--- src/rtl/accel_pkg.sv ---
// rtl/accel_pkg.sv - ADXL345 register map, config values, FSM states and sample type
package accel_pkg;

    localparam logic [7:0] REG_BW_RATE     = 8'h2C;
    localparam logic [7:0] REG_POWER_CTL   = 8'h2D;
    localparam logic [7:0] REG_DATA_FORMAT = 8'h31;
    localparam logic [7:0] REG_DATAX0      = 8'h32;

    localparam logic [7:0] VAL_DATA_FORMAT = 8'h0B;
    localparam logic [7:0] VAL_BW_RATE     = 8'h0A;
    localparam logic [7:0] VAL_POWER_CTL   = 8'h08;

    // R=1, MB=1, start address DATAX0
    localparam logic [7:0] CMD_READ_MB     = 8'hF2;

    localparam int N_CFG        = 3;
    localparam int N_DATA_BYTES = 6;

    typedef enum logic [2:0] {
        ST_PWRUP,
        ST_CFG_LEAD,
        ST_CFG_XFER,
        ST_GAP,
        ST_IDLE,
        ST_RD_LEAD,
        ST_RD_XFER
    } state_t;

    typedef struct packed {
        logic signed [15:0] x;
        logic signed [15:0] y;
        logic signed [15:0] z;
    } accel_sample_t;

    // Write commands carry R=0, MB=0, so the address byte is the command byte.
    function automatic logic [15:0] cfg_word(input logic [1:0] idx);
        case (idx)
            2'd0:    cfg_word = {REG_DATA_FORMAT, VAL_DATA_FORMAT};
            2'd1:    cfg_word = {REG_BW_RATE, VAL_BW_RATE};
            2'd2:    cfg_word = {REG_POWER_CTL, VAL_POWER_CTL};
            default: cfg_word = 16'h0000;
        endcase
    endfunction

endpackage

--- src/rtl/spi_byte_master.sv ---
// rtl/spi_byte_master.sv - mode-3 SPI byte shifter, back-to-back bytes without SCLK gaps
module spi_byte_master #(
    parameter int HALF = 25
) (
    input  logic       clk,
    input  logic       reset_n,
    input  logic       start,
    input  logic       hold_cs,
    input  logic [7:0] tx_byte,
    input  logic       miso,
    output logic       sclk,
    output logic       mosi,
    output logic [7:0] rx_byte,
    output logic       done
);

    logic        active;
    logic        phase_high;
    logic [15:0] half_cnt;
    logic [2:0]  bit_idx;
    logic [7:0]  tx_sh;
    logic [7:0]  rx_sh;
    logic        half_end;

    assign half_end = active && (half_cnt == 16'(HALF - 1));
    // Combinational so the caller can chain the next byte on the same edge.
    assign done     = half_end && phase_high && (bit_idx == 3'd7);
    assign rx_byte  = rx_sh;

    always_ff @(posedge clk or negedge reset_n) begin
        if (!reset_n) begin
            active     <= 1'b0;
            phase_high <= 1'b0;
            half_cnt   <= '0;
            bit_idx    <= '0;
            tx_sh      <= '0;
            rx_sh      <= '0;
            sclk       <= 1'b1;
            mosi       <= 1'b0;
        end else if (!hold_cs) begin
            active   <= 1'b0;
            half_cnt <= '0;
            sclk     <= 1'b1;
            mosi     <= 1'b0;
        end else if (start) begin
            active     <= 1'b1;
            phase_high <= 1'b0;
            half_cnt   <= '0;
            bit_idx    <= '0;
            tx_sh      <= {tx_byte[6:0], 1'b0};
            mosi       <= tx_byte[7];
            sclk       <= 1'b0;
        end else if (active) begin
            if (half_end) begin
                half_cnt <= '0;
                if (!phase_high) begin
                    sclk       <= 1'b1;
                    phase_high <= 1'b1;
                    rx_sh      <= {rx_sh[6:0], miso};
                end else if (bit_idx == 3'd7) begin
                    active <= 1'b0;
                    mosi   <= 1'b0;
                end else begin
                    phase_high <= 1'b0;
                    sclk       <= 1'b0;
                    mosi       <= tx_sh[7];
                    tx_sh      <= {tx_sh[6:0], 1'b0};
                    bit_idx    <= bit_idx + 3'd1;
                end
            end else begin
                half_cnt <= half_cnt + 16'd1;
            end
        end
    end

endmodule

--- src/rtl/adxl345_spi_reader.sv ---
// rtl/adxl345_spi_reader.sv - ADXL345 configuration and periodic X/Y/Z burst reader
module adxl345_spi_reader
    import accel_pkg::*;
#(
    parameter int CLK_HZ    = 50_000_000,
    parameter int SCLK_HZ   = 1_000_000,
    parameter int SAMPLE_HZ = 100,
    parameter int PWRUP_CYC = 100_000
) (
    input  logic        clk,
    input  logic        reset_n,
    input  logic        enable,
    output logic        spi_cs_n,
    output logic        spi_sclk,
    output logic        spi_sdi,
    input  logic        spi_sdo,
    output logic [15:0] data_x,
    output logic [15:0] data_y,
    output logic [15:0] data_z,
    output logic        data_valid,
    output logic        init_done,
    output logic        busy
);

    localparam int HALF = CLK_HZ / (2 * SCLK_HZ);
    localparam int TICK = CLK_HZ / SAMPLE_HZ;

    state_t        state, state_next;
    logic [31:0]   cnt;
    logic [31:0]   tick_cnt;
    logic [1:0]    cfg_idx;
    logic [2:0]    byte_idx;
    logic          cs_n_q;
    logic          init_q;
    logic          dv_q;
    logic          pending;
    logic          tick;
    accel_sample_t sample_q;
    logic [7:0]    rx_buf [0:4];
    logic [15:0]   cfg_w;

    logic          cnt_clr, start, cs_fall, cs_rise, byte_inc, byte_clr;
    logic          cfg_inc, set_init, read_go, store_rx, publish;
    logic [7:0]    tx_byte;
    logic          byte_done, mosi;
    logic [7:0]    rx_byte;

    assign cfg_w = cfg_word(cfg_idx);
    assign tick  = (tick_cnt == 32'(TICK - 1));

    spi_byte_master #(.HALF(HALF)) u_byte (
        .clk     (clk),
        .reset_n (reset_n),
        .start   (start),
        .hold_cs (~cs_n_q),
        .tx_byte (tx_byte),
        .miso    (spi_sdo),
        .sclk    (spi_sclk),
        .mosi    (mosi),
        .rx_byte (rx_byte),
        .done    (byte_done)
    );

    always_ff @(posedge clk or negedge reset_n) begin
        if (!reset_n) state <= ST_PWRUP;
        else          state <= state_next;
    end

    always_comb begin
        state_next = state;
        cnt_clr    = 1'b0;
        start      = 1'b0;
        tx_byte    = 8'h00;
        cs_fall    = 1'b0;
        cs_rise    = 1'b0;
        byte_inc   = 1'b0;
        byte_clr   = 1'b0;
        cfg_inc    = 1'b0;
        set_init   = 1'b0;
        read_go    = 1'b0;
        store_rx   = 1'b0;
        publish    = 1'b0;
        case (state)
            ST_PWRUP: begin
                if (cnt == 32'(PWRUP_CYC - 1)) begin
                    state_next = ST_CFG_LEAD;
                    cnt_clr    = 1'b1;
                    cs_fall    = 1'b1;
                end
            end
            ST_CFG_LEAD: begin
                if (cnt == 32'(HALF - 1)) begin
                    start      = 1'b1;
                    tx_byte    = cfg_w[15:8];
                    state_next = ST_CFG_XFER;
                end
            end
            ST_CFG_XFER: begin
                if (byte_done) begin
                    if (byte_idx == 3'd0) begin
                        start    = 1'b1;
                        tx_byte  = cfg_w[7:0];
                        byte_inc = 1'b1;
                    end else begin
                        cs_rise    = 1'b1;
                        byte_clr   = 1'b1;
                        cfg_inc    = 1'b1;
                        set_init   = (cfg_idx == 2'(N_CFG - 1));
                        state_next = ST_GAP;
                        cnt_clr    = 1'b1;
                    end
                end
            end
            ST_GAP: begin
                // Enforces the minimum CS-high time between any two frames.
                if (cnt == 32'(2 * HALF - 1)) begin
                    cnt_clr = 1'b1;
                    if (init_q) begin
                        state_next = ST_IDLE;
                    end else begin
                        state_next = ST_CFG_LEAD;
                        cs_fall    = 1'b1;
                    end
                end
            end
            ST_IDLE: begin
                if (pending && enable) begin
                    state_next = ST_RD_LEAD;
                    cnt_clr    = 1'b1;
                    cs_fall    = 1'b1;
                    read_go    = 1'b1;
                end
            end
            ST_RD_LEAD: begin
                if (cnt == 32'(HALF - 1)) begin
                    start      = 1'b1;
                    tx_byte    = CMD_READ_MB;
                    state_next = ST_RD_XFER;
                end
            end
            ST_RD_XFER: begin
                if (byte_done) begin
                    store_rx = (byte_idx != 3'd0) && (byte_idx != 3'(N_DATA_BYTES));
                    if (byte_idx == 3'(N_DATA_BYTES)) begin
                        cs_rise    = 1'b1;
                        publish    = 1'b1;
                        byte_clr   = 1'b1;
                        state_next = ST_GAP;
                        cnt_clr    = 1'b1;
                    end else begin
                        start    = 1'b1;
                        byte_inc = 1'b1;
                    end
                end
            end
            default: state_next = ST_PWRUP;
        endcase
    end

    always_ff @(posedge clk or negedge reset_n) begin
        if (!reset_n) begin
            cnt      <= '0;
            tick_cnt <= '0;
            cfg_idx  <= '0;
            byte_idx <= '0;
            cs_n_q   <= 1'b1;
            init_q   <= 1'b0;
            dv_q     <= 1'b0;
            pending  <= 1'b0;
            sample_q <= '0;
            for (int i = 0; i < 5; i++) rx_buf[i] <= '0;
        end else begin
            cnt      <= cnt_clr ? '0 : cnt + 32'd1;
            tick_cnt <= tick ? '0 : tick_cnt + 32'd1;
            if (cs_fall)      cs_n_q <= 1'b0;
            else if (cs_rise) cs_n_q <= 1'b1;
            if (byte_inc)      byte_idx <= byte_idx + 3'd1;
            else if (byte_clr) byte_idx <= '0;
            if (cfg_inc)  cfg_idx <= cfg_idx + 2'd1;
            if (set_init) init_q  <= 1'b1;
            if (store_rx) rx_buf[byte_idx - 3'd1] <= rx_byte;
            // Ticks before init are dropped; a tick coinciding with READ start re-arms.
            pending <= (pending && !read_go) || (tick && init_q);
            dv_q    <= publish;
            if (publish) begin
                sample_q.x <= {rx_buf[1], rx_buf[0]};
                sample_q.y <= {rx_buf[3], rx_buf[2]};
                sample_q.z <= {rx_byte, rx_buf[4]};
            end
        end
    end

    assign spi_cs_n   = cs_n_q;
    assign spi_sdi    = mosi && !cs_n_q;
    assign busy       = !cs_n_q;
    assign data_x     = sample_q.x;
    assign data_y     = sample_q.y;
    assign data_z     = sample_q.z;
    assign data_valid = dv_q;
    assign init_done  = init_q;

endmodule

--- config.mk ---
export PLATFORM = sky130hd
export DESIGN_NAME = adxl345_spi_reader
export DESIGN_NICKNAME = d
export VERILOG_FILES = /design/src/rtl/accel_pkg.sv /design/src/rtl/spi_byte_master.sv /design/src/rtl/adxl345_spi_reader.sv
export SDC_FILE = /design/constraint.sdc
export NUM_CORES = 1
export LEC_CHECK = 0
export ABC_AREA = 1
export CAP_MARGIN = 10
export CORE_MARGIN = 4
export CORE_UTILIZATION = 40
export DETAILED_ROUTE_END_ITERATION = 12
export SETUP_SLACK_MARGIN = 0.02
export SLEW_MARGIN = 20
export SYNTH_ARGS = -nofsm -noshare
export SYNTH_HDL_FRONTEND = slang
export SYNTH_HIERARCHICAL = 1
export SYNTH_SLANG_ARGS = --single-unit
export TNS_END_PERCENT = 30
--- constraint.sdc ---
create_clock -name clk -period 2.4 [get_ports clk]
set_input_delay 0.24 -clock clk [delete_from_list [all_inputs] [get_ports clk]]
set_output_delay 0.24 -clock clk [all_outputs]
set_load 0.02 [all_outputs]
==> GITHUB_STEP_SUMMARY <==
## Implementation flow summary

| Metric | Value |
|---|---|
| Status | complete, no violations |
| Portion of total power attributed to sequential cells | 48.6% |
| Main kind of combinational logic by area | simple AND/OR/NAND/NOR gates |
| Via count normalized by instance count | 4.74 |
| CTS tree | yes |
| Fmax | 0.445 GHz |
| FP Core Util | 40.9% |
| Number of port buffers | 57 |
| Startpoint class of the critical path | flop |
| Switching Share | 21.1% |
| Clock slew at reported path FFs | 0.06 ns |
| Fa+ha+maj area frac | 2.00% |
| Global-route wire length before repair | 37800 um |
| Final Slew Violations | 0 |
| Yosys cell count | 1187 |
| Cell at the root of the clock tree | clkbuf_16 |
| Number of instances in the synthesized netlist | 1187 |
| Portion of netlist area occupied by mux cells | 4.51% |
| Worst vdd ir | 0.396 mV |
| Logic gate share of total power | 1.2% |
| Antenna violation net count after detailed routing | 0 |
| Fraction of power consumed by the clock network | 50.2% |
| Global-route met2 utilization | 25.5% |
| Post-detail-place hpwl | 15700 um |
| Net count reported at finish | 1318 |
| Final TNS setup | 0 ns |
| Warnings, synthesis | 6 |
| Fraction of met1 tracks used by global routing | 23.4% |
| GRT Overall Usage | 16.0% |
| Max-Slew Margin vs Limit | 66.5% |
| Number of H-tree branching levels | 1 |
| Yosys stat chip area | 10000 um2 |
| Met3 routed WL | 702 um |
| Final tally of hold violations | 0 |
| Crit share post-route | 93.6% |
| Max-cap check violation count | 0 |
[Yosys cell counts, drive strengths merged]
| cell type | n | area, um2 |
|---|---|---|
| nand2 | 308 | 1180 |
| dfrtp | 200 | 5000 |
| nor2 | 199 | 781 |
| inv | 129 | 484 |
| o21ai | 58 | 294 |
| nand3 | 52 | 275 |
| mux2 | 40 | 450 |
| xor2 | 39 | 342 |
| nor3 | 35 | 191 |
| nand4 | 22 | 138 |
| xnor2 | 22 | 193 |
| buf | 21 | 131 |
| a21oi | 18 | 105 |
| ha | 16 | 200 |
| clkbuf | 4 | 15.0 |
| nand3b | 4 | 30.0 |
| nor4 | 4 | 40.0 |
| or2 | 4 | 27.5 |
| and2 | 3 | 18.8 |
| dfstp | 2 | 52.6 |
| nor3b | 2 | 15.0 |
| a21o | 1 | 7.51 |
| clkinv | 1 | 3.75 |
| o211ai | 1 | 7.51 |
| o22ai | 1 | 6.26 |
| o32ai | 1 | 8.76 |
[flip-flops by register name, indices dropped and copies added, names as in the netlist, 2 cells and up]
signal           cells
rx_buf              40
cnt                 32
tick_cnt            32
data_x              16
data_y              16
data_z              16
u_byte/half_cnt     16
u_byte/rx_byte       8
u_byte/tx_sh         7
byte_idx             3
state                3
u_byte/bit_idx       3
cfg_idx              2
[how the worst min path moves through the flow]
stage,cells past startpoint,slack [ns],startpoint,end
3_5_place_dp,1,0.26,reset_n,cnt[25]$_DFF_PN0_
3_3_place_gp,1,0.26,reset_n,cnt[25]$_DFF_PN0_
5_1_grt,2,0.32,reset_n,cnt[25]$_DFF_PN0_
6_report,2,0.27,reset_n,cnt[24]$_DFF_PN0_
4_1_cts,2,0.28,reset_n,cnt[21]$_DFF_PN0_
2_1_floorplan,0,-0.06,reset_n,byte_idx[0]$_DFFE_PN0P_
[cells by family (layout without fill, tap and decap cells)]
family	Yosys count	after routing
AND-OR/OR-AND	80	80
adder cells (fa/ha/maj)	16	16
buffers and inverters	155	281
multiplexers	40	40
flip-flops	202	202
XOR/XNOR	61	61
AND/OR/NAND/NOR	633	634
[area by class of cell]
class / count / area [um2]
clock inverters: 8 / 90.1
repair buffers: 109 / 1040
fillers: 2310 / 12300
well taps: 324 / 405
clock buffers: 34 / 688
multi-input cells: 831 / 4410
inverters: 130 / 490
flip-flops and latches: 202 / 5060
[through the flow]
step | cells | hold slack, ns | utilization, % | cell area (um2) | power, mW
3_5_place_dp | 1586 | 0.264 | 45.9 | 11200 | 3.56
5_1_grt | 1638 | 0.324 | 49.8 | 12200 | 7.28
3_3_place_gp | 1586 | 0.258 | 45.9 | 11200 | 3.56
4_1_cts | 1629 | 0.282 | 49.1 | 12000 | 7.12
6_report | 1638 | 0.271 | 49.8 | 12200 | 7.01
2_1_floorplan | 1187 | -0.0556 | - | 10000 | 3.47
[worst max-delay path: stages, from the launching register on]
cell and delay (ns):
dfrtp_1 0.41, inv_1 0.09, ha_1 0.14, inv_1 0.06
nor2_4 0.09, nand2_1 0.08, and2_1 0.19, or2_1 0.25
nand2_2 0.12, inv_4 0.06, buf_12 0.13, a21oi_4 0.24
nand2_2 0.13, nand2_1 0.08, nand2_1 0.05
final_placement.png
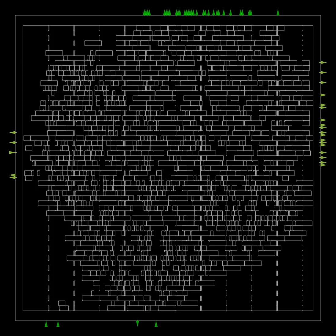
tally of filler cells in the layout: 2310
tapcells inserted: 324

zoom.png
Scale bar: 20 um. Window x 17 to 67, y 17 to 67 um. Cells in grey, sequential cells in the stronger grey; small squares are vias.
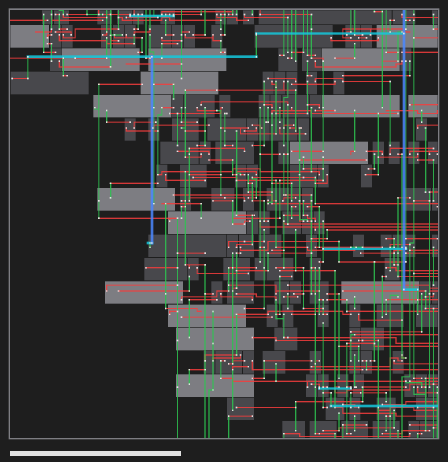
legend:
  cyan:
    layer: met3
  green:
    layer: met2
  blue:
    layer: met4
  red:
    layer: met1
netlist names of flops here include: `cnt` (11), `u_byte/tx_sh` (3)
cells with their middle in the window: 155
sequential cells in the window: 16
most frequent: nand2_1 (43), nor2_1 (36), dfrtp_1 (16)

registers.png
Other sequential cells in the stronger grey, the rest of the logic in the fainter grey.
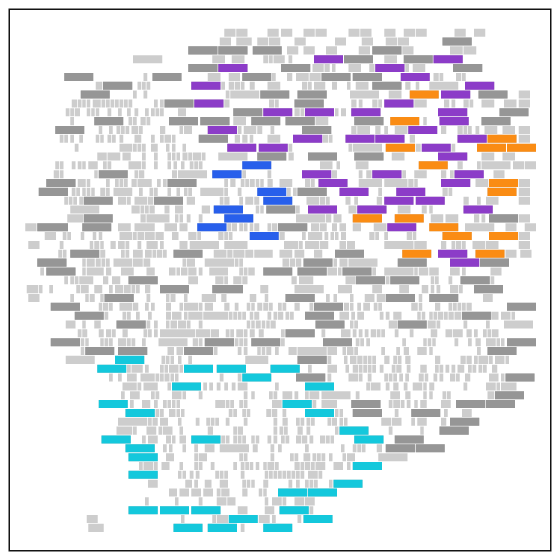
legend:
  blue:
    netlist_name: `u_byte/rx_byte`
    flops: 8
  purple:
    netlist_name: `rx_buf`
    flops: 40
  cyan:
    netlist_name: `cnt`
    flops: 32
  orange:
    netlist_name: `data_y`
    flops: 16

cell_classes.png
Fill, decap, tap and diode cells in grey.
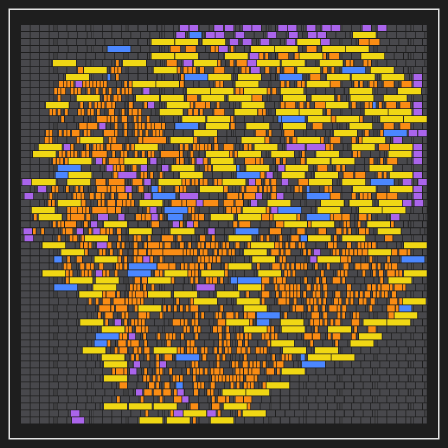
legend:
  yellow:
    class: flip-flops
    cells: 202
    share_of_their_area: 43%
  blue:
    class: clock drivers and dummy loads
    cells: 42
    share_of_their_area: 6.6%
  purple:
    class: other buffers and delay cells
    cells: 109
    share_of_their_area: 8.8%
  orange:
    class: all other logic
    cells: 961
    share_of_their_area: 42%

wire_density.png
Scale bar: 50 um. The die is cut into 33 by 33 equal tiles; black is low, pale yellow is high, scaled to the fullest tile. Values are wire area over tile area, all layers added.
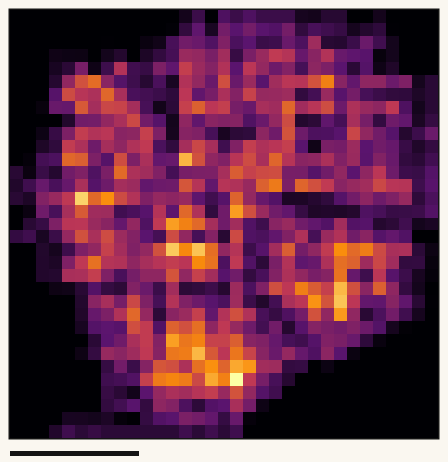
nearly empty tiles: 23%
densest ninth of the die: centre
mean over tiles: 0.13
tiles over half the peak: 13%

Power and IR drop assume default switching activity.
